<file path="config.mk">
export PLATFORM = sky130hd
export DESIGN_NAME = mux_nto1_scan
export DESIGN_NICKNAME = d
export VERILOG_FILES = /design/src/rtl/mux_nto1_scan.sv
export SDC_FILE = /design/constraint.sdc
export NUM_CORES = 1
export LEC_CHECK = 0
export ABC_AREA = 1
export CAP_MARGIN = 10
export CORE_AREA = 2 2 64 66
export CTS_CLUSTER_SIZE = 10
export DETAILED_ROUTE_END_ITERATION = 8
export DIE_AREA = 0 0 66 68
export PLACE_DENSITY_LB_ADDON = 0.08
export REMOVE_ABC_BUFFERS = 1
export SYNTH_ARGS = -nofsm -noshare
export SYNTH_HDL_FRONTEND = slang
export SYNTH_SLANG_ARGS = --single-unit
</file>
<file path="constraint.sdc">
create_clock -name clk -period 2.5 [get_ports clk]
set_input_delay 0.625 -clock clk [delete_from_list [all_inputs] [get_ports clk]]
set_output_delay 0.625 -clock clk [all_outputs]
set_load 0.005 [all_outputs]
</file>
<file path="src/rtl/mux_nto1_scan.sv">
// N:1 registered data mux, manual select or auto-scan; define MUX_SCAN_SKIP_EN to add a ch_mask scan-skip port.
// Latency: 1 cycle from din/sel to y, y_ch, y_valid.
// Backpressure: none; en low freezes all state and outputs and forces wrap low.
module mux_nto1_scan #(
    parameter int W     = 8,
    parameter int N     = 4,
    parameter int DWELL = 1,
    localparam int SW   = $clog2(N)
) (
    input  logic           clk,
    input  logic           rst,
    input  logic [N*W-1:0] din,
    input  logic [SW-1:0]  sel,
    input  logic           mode,
    input  logic           en,
`ifdef MUX_SCAN_SKIP_EN
    input  logic [N-1:0]   ch_mask,
`endif
    output logic [W-1:0]   y,
    output logic [SW-1:0]  y_ch,
    output logic           y_valid,
    output logic           wrap
);

    localparam int DCW = (DWELL > 1) ? $clog2(DWELL) : 1;

    logic [W-1:0]   ch_dat [N];
    logic           mode_q;
    logic [SW-1:0]  ch, auto_ch, ch_nxt;
    logic [DCW-1:0] dc, auto_dc, dc_nxt;
    logic [W-1:0]   y_nxt;
    logic [SW-1:0]  y_ch_nxt;
    logic           y_valid_nxt, wrap_nxt, adv;

    for (genvar k = 0; k < N; k++) begin : g_unpack
        assign ch_dat[k] = din[k*W +: W];
    end

`ifdef MUX_SCAN_SKIP_EN
    logic [SW-1:0]  cur_ch;
    logic [DCW-1:0] dc_e;
    logic [SW:0]    skip_a, skip_b;

    // Returns {passed N-1, next included index} searching upward from cur.
    function automatic logic [SW:0] next_incl(input logic [SW-1:0] cur, input logic [N-1:0] msk);
        logic [SW:0] r;
        logic        found;
        r     = {1'b0, cur};
        found = 1'b0;
        for (int i = 1; i <= N; i++) begin
            if (!found && msk[(int'(cur) + i) % N]) begin
                found = 1'b1;
                r     = {(int'(cur) + i >= N), SW'((int'(cur) + i) % N)};
            end
        end
        return r;
    endfunction
`endif

    always_comb begin
        // A fresh entry into auto mode restarts the scan from channel 0.
        auto_ch     = mode_q ? ch : '0;
        auto_dc     = mode_q ? dc : '0;
        adv         = 1'b0;
        ch_nxt      = ch;
        dc_nxt      = dc;
        y_nxt       = y;
        y_ch_nxt    = y_ch;
        y_valid_nxt = y_valid;
        wrap_nxt    = 1'b0;
`ifdef MUX_SCAN_SKIP_EN
        cur_ch      = auto_ch;
        dc_e        = auto_dc;
        skip_a      = '0;
        skip_b      = '0;
`endif
        if (!mode) begin
            y_ch_nxt = sel;
            if (int'(sel) < N) begin
                y_nxt       = ch_dat[sel];
                y_valid_nxt = 1'b1;
            end else begin
                y_nxt       = '0;
                y_valid_nxt = 1'b0;
            end
        end else begin
`ifdef MUX_SCAN_SKIP_EN
            if (ch_mask == '0) begin
                y_valid_nxt = 1'b0;
            end else begin
                // A masked-out current channel is skipped without waiting for the dwell.
                if (!ch_mask[auto_ch]) begin
                    skip_a = next_incl(auto_ch, ch_mask);
                    cur_ch = skip_a[SW-1:0];
                    dc_e   = '0;
                end
                adv         = (dc_e == DCW'(DWELL - 1));
                skip_b      = next_incl(cur_ch, ch_mask);
                y_nxt       = ch_dat[cur_ch];
                y_ch_nxt    = cur_ch;
                y_valid_nxt = 1'b1;
                ch_nxt      = adv ? skip_b[SW-1:0] : cur_ch;
                dc_nxt      = adv ? '0 : dc_e + DCW'(1);
                wrap_nxt    = skip_a[SW] | (adv & skip_b[SW]);
            end
`else
            adv         = (auto_dc == DCW'(DWELL - 1));
            y_nxt       = ch_dat[auto_ch];
            y_ch_nxt    = auto_ch;
            y_valid_nxt = 1'b1;
            ch_nxt      = adv ? ((auto_ch == SW'(N - 1)) ? '0 : auto_ch + SW'(1)) : auto_ch;
            dc_nxt      = adv ? '0 : auto_dc + DCW'(1);
            wrap_nxt    = adv && (auto_ch == SW'(N - 1));
`endif
        end
    end

    always_ff @(posedge clk) begin
        if (rst) begin
            y       <= '0;
            y_ch    <= '0;
            y_valid <= 1'b0;
            wrap    <= 1'b0;
            ch      <= '0;
            dc      <= '0;
            mode_q  <= 1'b0;
        end else if (en) begin
            y       <= y_nxt;
            y_ch    <= y_ch_nxt;
            y_valid <= y_valid_nxt;
            wrap    <= wrap_nxt;
            ch      <= ch_nxt;
            dc      <= dc_nxt;
            mode_q  <= mode;
        end else begin
            wrap    <= 1'b0;
        end
    end

endmodule

</file>
==> qor.csv <==
metric,value,unit
final setup TNS,0,ns
syn avg cell area,5.66,sq um
Post-Route WL,3760,um
CP Data Arrival Time,1.92,ns
clock group power,0.197,mW
Area Overhead vs Synth,44.4,%
mapped cell area,1260,sq um
chip height,68,um
sequential power,0.264,mW
"most used cell, CP",nor2_1,
fin. max-slew vios,0,
Final Instance Area,1820,sq um
first-pass GRT wire length,6480,um
Via density,4.63,
Hold EP,y_valid,
PD cells,370,nW/um^2
TritonCTS clock tree,yes,
Setup CP Type,in2reg,
"CTS clk-pin slew, worst paths",0.06,ns
"worst slack, placed",0.496,ns
ys cells,223,
Hold Crit Depth,2,
htree depth,1,
Hold WC Path Type,reg2reg,
post-place instance area,1780,sq um
P_leak,0.874,nW
largest net degree at the start of global routing,24,
Die ar.,4490,sq um
min-delay src,y_valid,
clock network fraction of design power,0.292,
Cell Int Power,0.479,mW
Cell Type Count,22,
# rows,23,
"delay-heaviest family, CP",buffers and inverters,
total tool warning count,25,
final hold violations,0,
Final GP Congestion,0.758,
GRT Util Overall,0.186,
drc violations,0,
crit path cell chain,clkdlybuf4s50_1 -> inv_2 -> nor2_1 -> nand2_1 -> nand3_1 -> nor2_1 -> nor2_1,
switching power,0.195,mW
Max IR drop VDD,0.000266,V
Slew HR,0.701,
R2R cell count,5,
clk sink count,15,
number of max-cap violations,0,
ao+oa area frac,0.116,
Final WS setup,0.762,ns
Achievable Freq,575,MHz
fp util,0.327,
worst-margin pin slew,0.447,ns
reg2reg start,ch[0],
"Adder Share, Synth",0.00992,
placed instance count,317,
die x size,66,um
Avg WL per Cell,11.7,um
Pwr top,registers,
overall power,0.674,mW
Final min period,1.74,ns
First-pass DRT Iterations,4,
Yosys warnings,0,
Flop pwr share,0.391,
initial antenna violation count,0,
area fraction in xor and xnor cells,0,
Ant. Diodes,0,
slowest CP cell,clkdlybuf4s50_1,
Logic pwr share,0.316,
Hold Buf Count CTS,0,
Syn Inst Count,223,
worst reg2reg endpoint,ch[1],
Worst setup EP type,flop,
worst path buffer plus inverter count,2,
num ports,50,
worst-path maximum fanout,9,
DP Wirelength,2800,um
Post-synth seq share,0.238,
Port Buffer Count,49,
"Chip Area, Yosys",1260,sq um
drt first-iter violations,82,
period utilization,0.695,
core area,3860,sq um
final core utilization,0.472,
"Remaining Overflow, GRT",0,
CTS Root Cell,clkbuf_8,
Final nets,311,
layout cell share with drive strength beyond 1,0.0812,
Post-Layout Cell Count,321,
Seq cells post-synth,15,
CP max stage delay,0.67,ns
hold slack,0.472,ns
antenna-violating nets left,0,
Reg2Reg Setup Slack,1.13,ns
Sw Ratio,0.290,
yosys simple share,0.489,
Top cells excl fill/tap,"nand2_1, clkdlybuf4s50_1, nand3_1, inv_1, nor2_1",
Mux area share,0,
startpoint type of the worst setup path,input pin,
postcts setup bufs,0,
required time at the worst-slack endpoint,2.68,ns
cts repair resizes,0,
status,completed,
comb area leader,simple AND/OR/NAND/NOR gates,
Comb group,0.213,mW
unrepaired setup endpoints after global routing,false,
CTS Buffer Depth,2,
DR vias,1486,
vias in the first global route,1453,
dominant logic cell type in the layout,nand2_1,
Setup-failing EPs final,0,
cell type report:
cell class              count  area, sq um
repair buffers             53          520
inverters                  30          118
fillers                   435         2030
flip-flops and latches     15          300
multi-input cells         169          776
well taps                  50         62.6
clock buffers               4         45.0
routing by layer:
layer | part of all wire | vias to the layer above | global-route usage
li1 | - | 794 | -
met1 | 0.49 | 650 | 0.231
met2 | 0.46 | 38 | 0.340
met3 | 0.044 | 4 | 0.0313
met4 | 0.0080 | 0 | 0.0383
met5 | 0 | - | 0
registers in the layout (all words and copies together) (netlist names):
register / count
y: 8
ch: 2
y_ch: 2
mode_q: 1
wrap: 1
y_valid: 1
worst max path at each step:
stage                start    end  slack [ns]  cells after the start
global placement        en   y[6]        0.51                      7
detailed placement      en   y[4]        0.50                      7
floorplan           mode_q  ch[1]        1.01                      5
global route            en   y[4]        0.66                      7
CTS                     en   y[4]        0.76                      7
finish                  en   y[4]        0.76                      7
Yosys cell counts:
library cell | count | share of area
nor2_2 | 1 | 0.0050
buf_4 | 2 | 0.012
o22ai_1 | 3 | 0.015
nand3_1 | 29 | 0.12
nor2_4 | 3 | 0.027
dfxtp_1 | 15 | 0.24
a21oi_1 | 7 | 0.028
inv_1 | 24 | 0.071
buf_2 | 3 | 0.012
inv_2 | 5 | 0.015
o211ai_1 | 1 | 0.0060
nand2_2 | 4 | 0.020
nor3b_1 | 1 | 0.0060
nor2_1 | 23 | 0.068
buf_6 | 3 | 0.027
nand2_1 | 78 | 0.23
nand2_8 | 1 | 0.016
o21ai_0 | 11 | 0.044
clkbuf_1 | 1 | 0.0030
clkinv_4 | 1 | 0.0069
ha_1 | 1 | 0.0099
o21ai_1 | 6 | 0.024
cells by family after synthesis:
group                      Yosys count
buffers and inverters               39
DFF                                 15
adders and majority gates            1
and+or+nand+nor                    140
AOI/OAI and AO/OA                   28
final_clocks.png
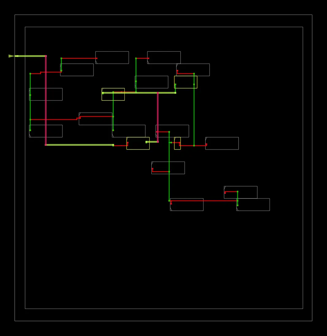
registers: 15
Clock Skew: 0.00318 ns
clock buf count: 4
number of CTS-inserted buffers: 3
Late-Pin Clk Latency: 0.25 ns

cell_classes.png
Fill, decap, tap and diode cells in grey.
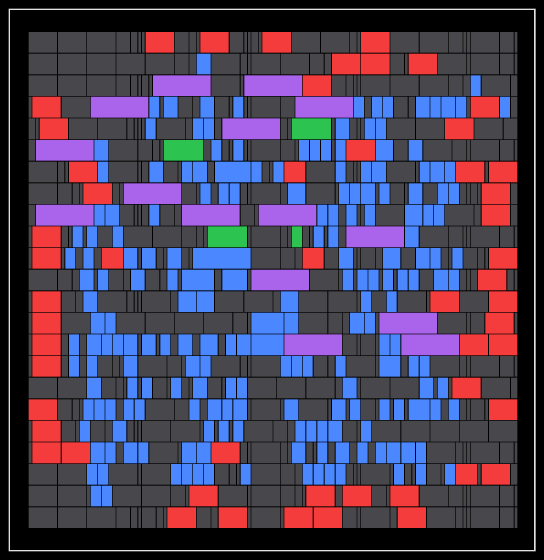
other buffers and delay cells: marked red, cells 53. clock drivers and dummy loads: marked green, cells 4. flops: marked purple, cells 15. all other logic: marked blue, cells 199.

registers.png
Bar = 20 um.
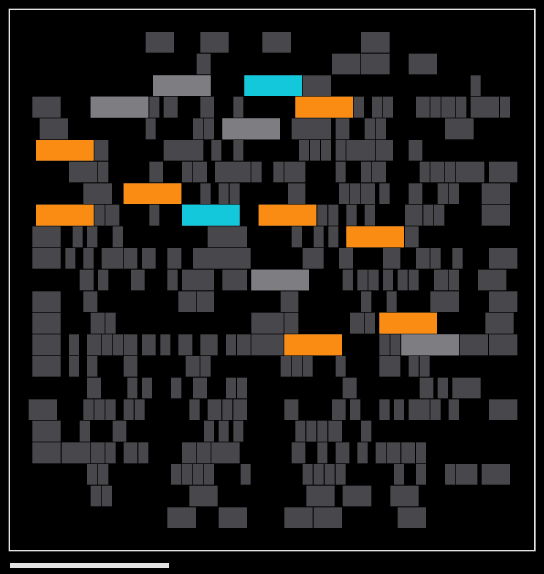
ch: marked cyan, placed flops 2. y: marked orange, placed flops 8.
Another 5 sequential cells are not coloured.

clock_map.png
Bar = 20 um.
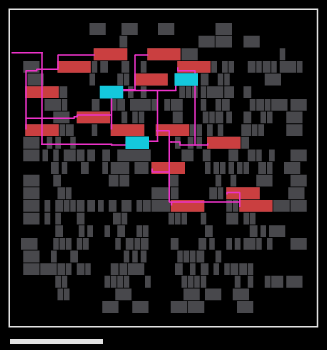
clock wires: marked magenta, length 225 um. flip-flops: marked red, count 15. cells driving clock nets: marked cyan, count 3.
There are 4 routed clock nets.

metal_stack.png
Bar = 20 um. Only two layers are drawn.
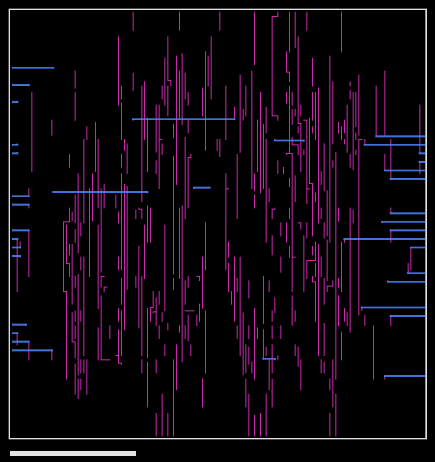
met2: marked magenta, wire length 1730 um. met3: marked blue, wire length 165 um.

Power and IR drop assume default switching activity.
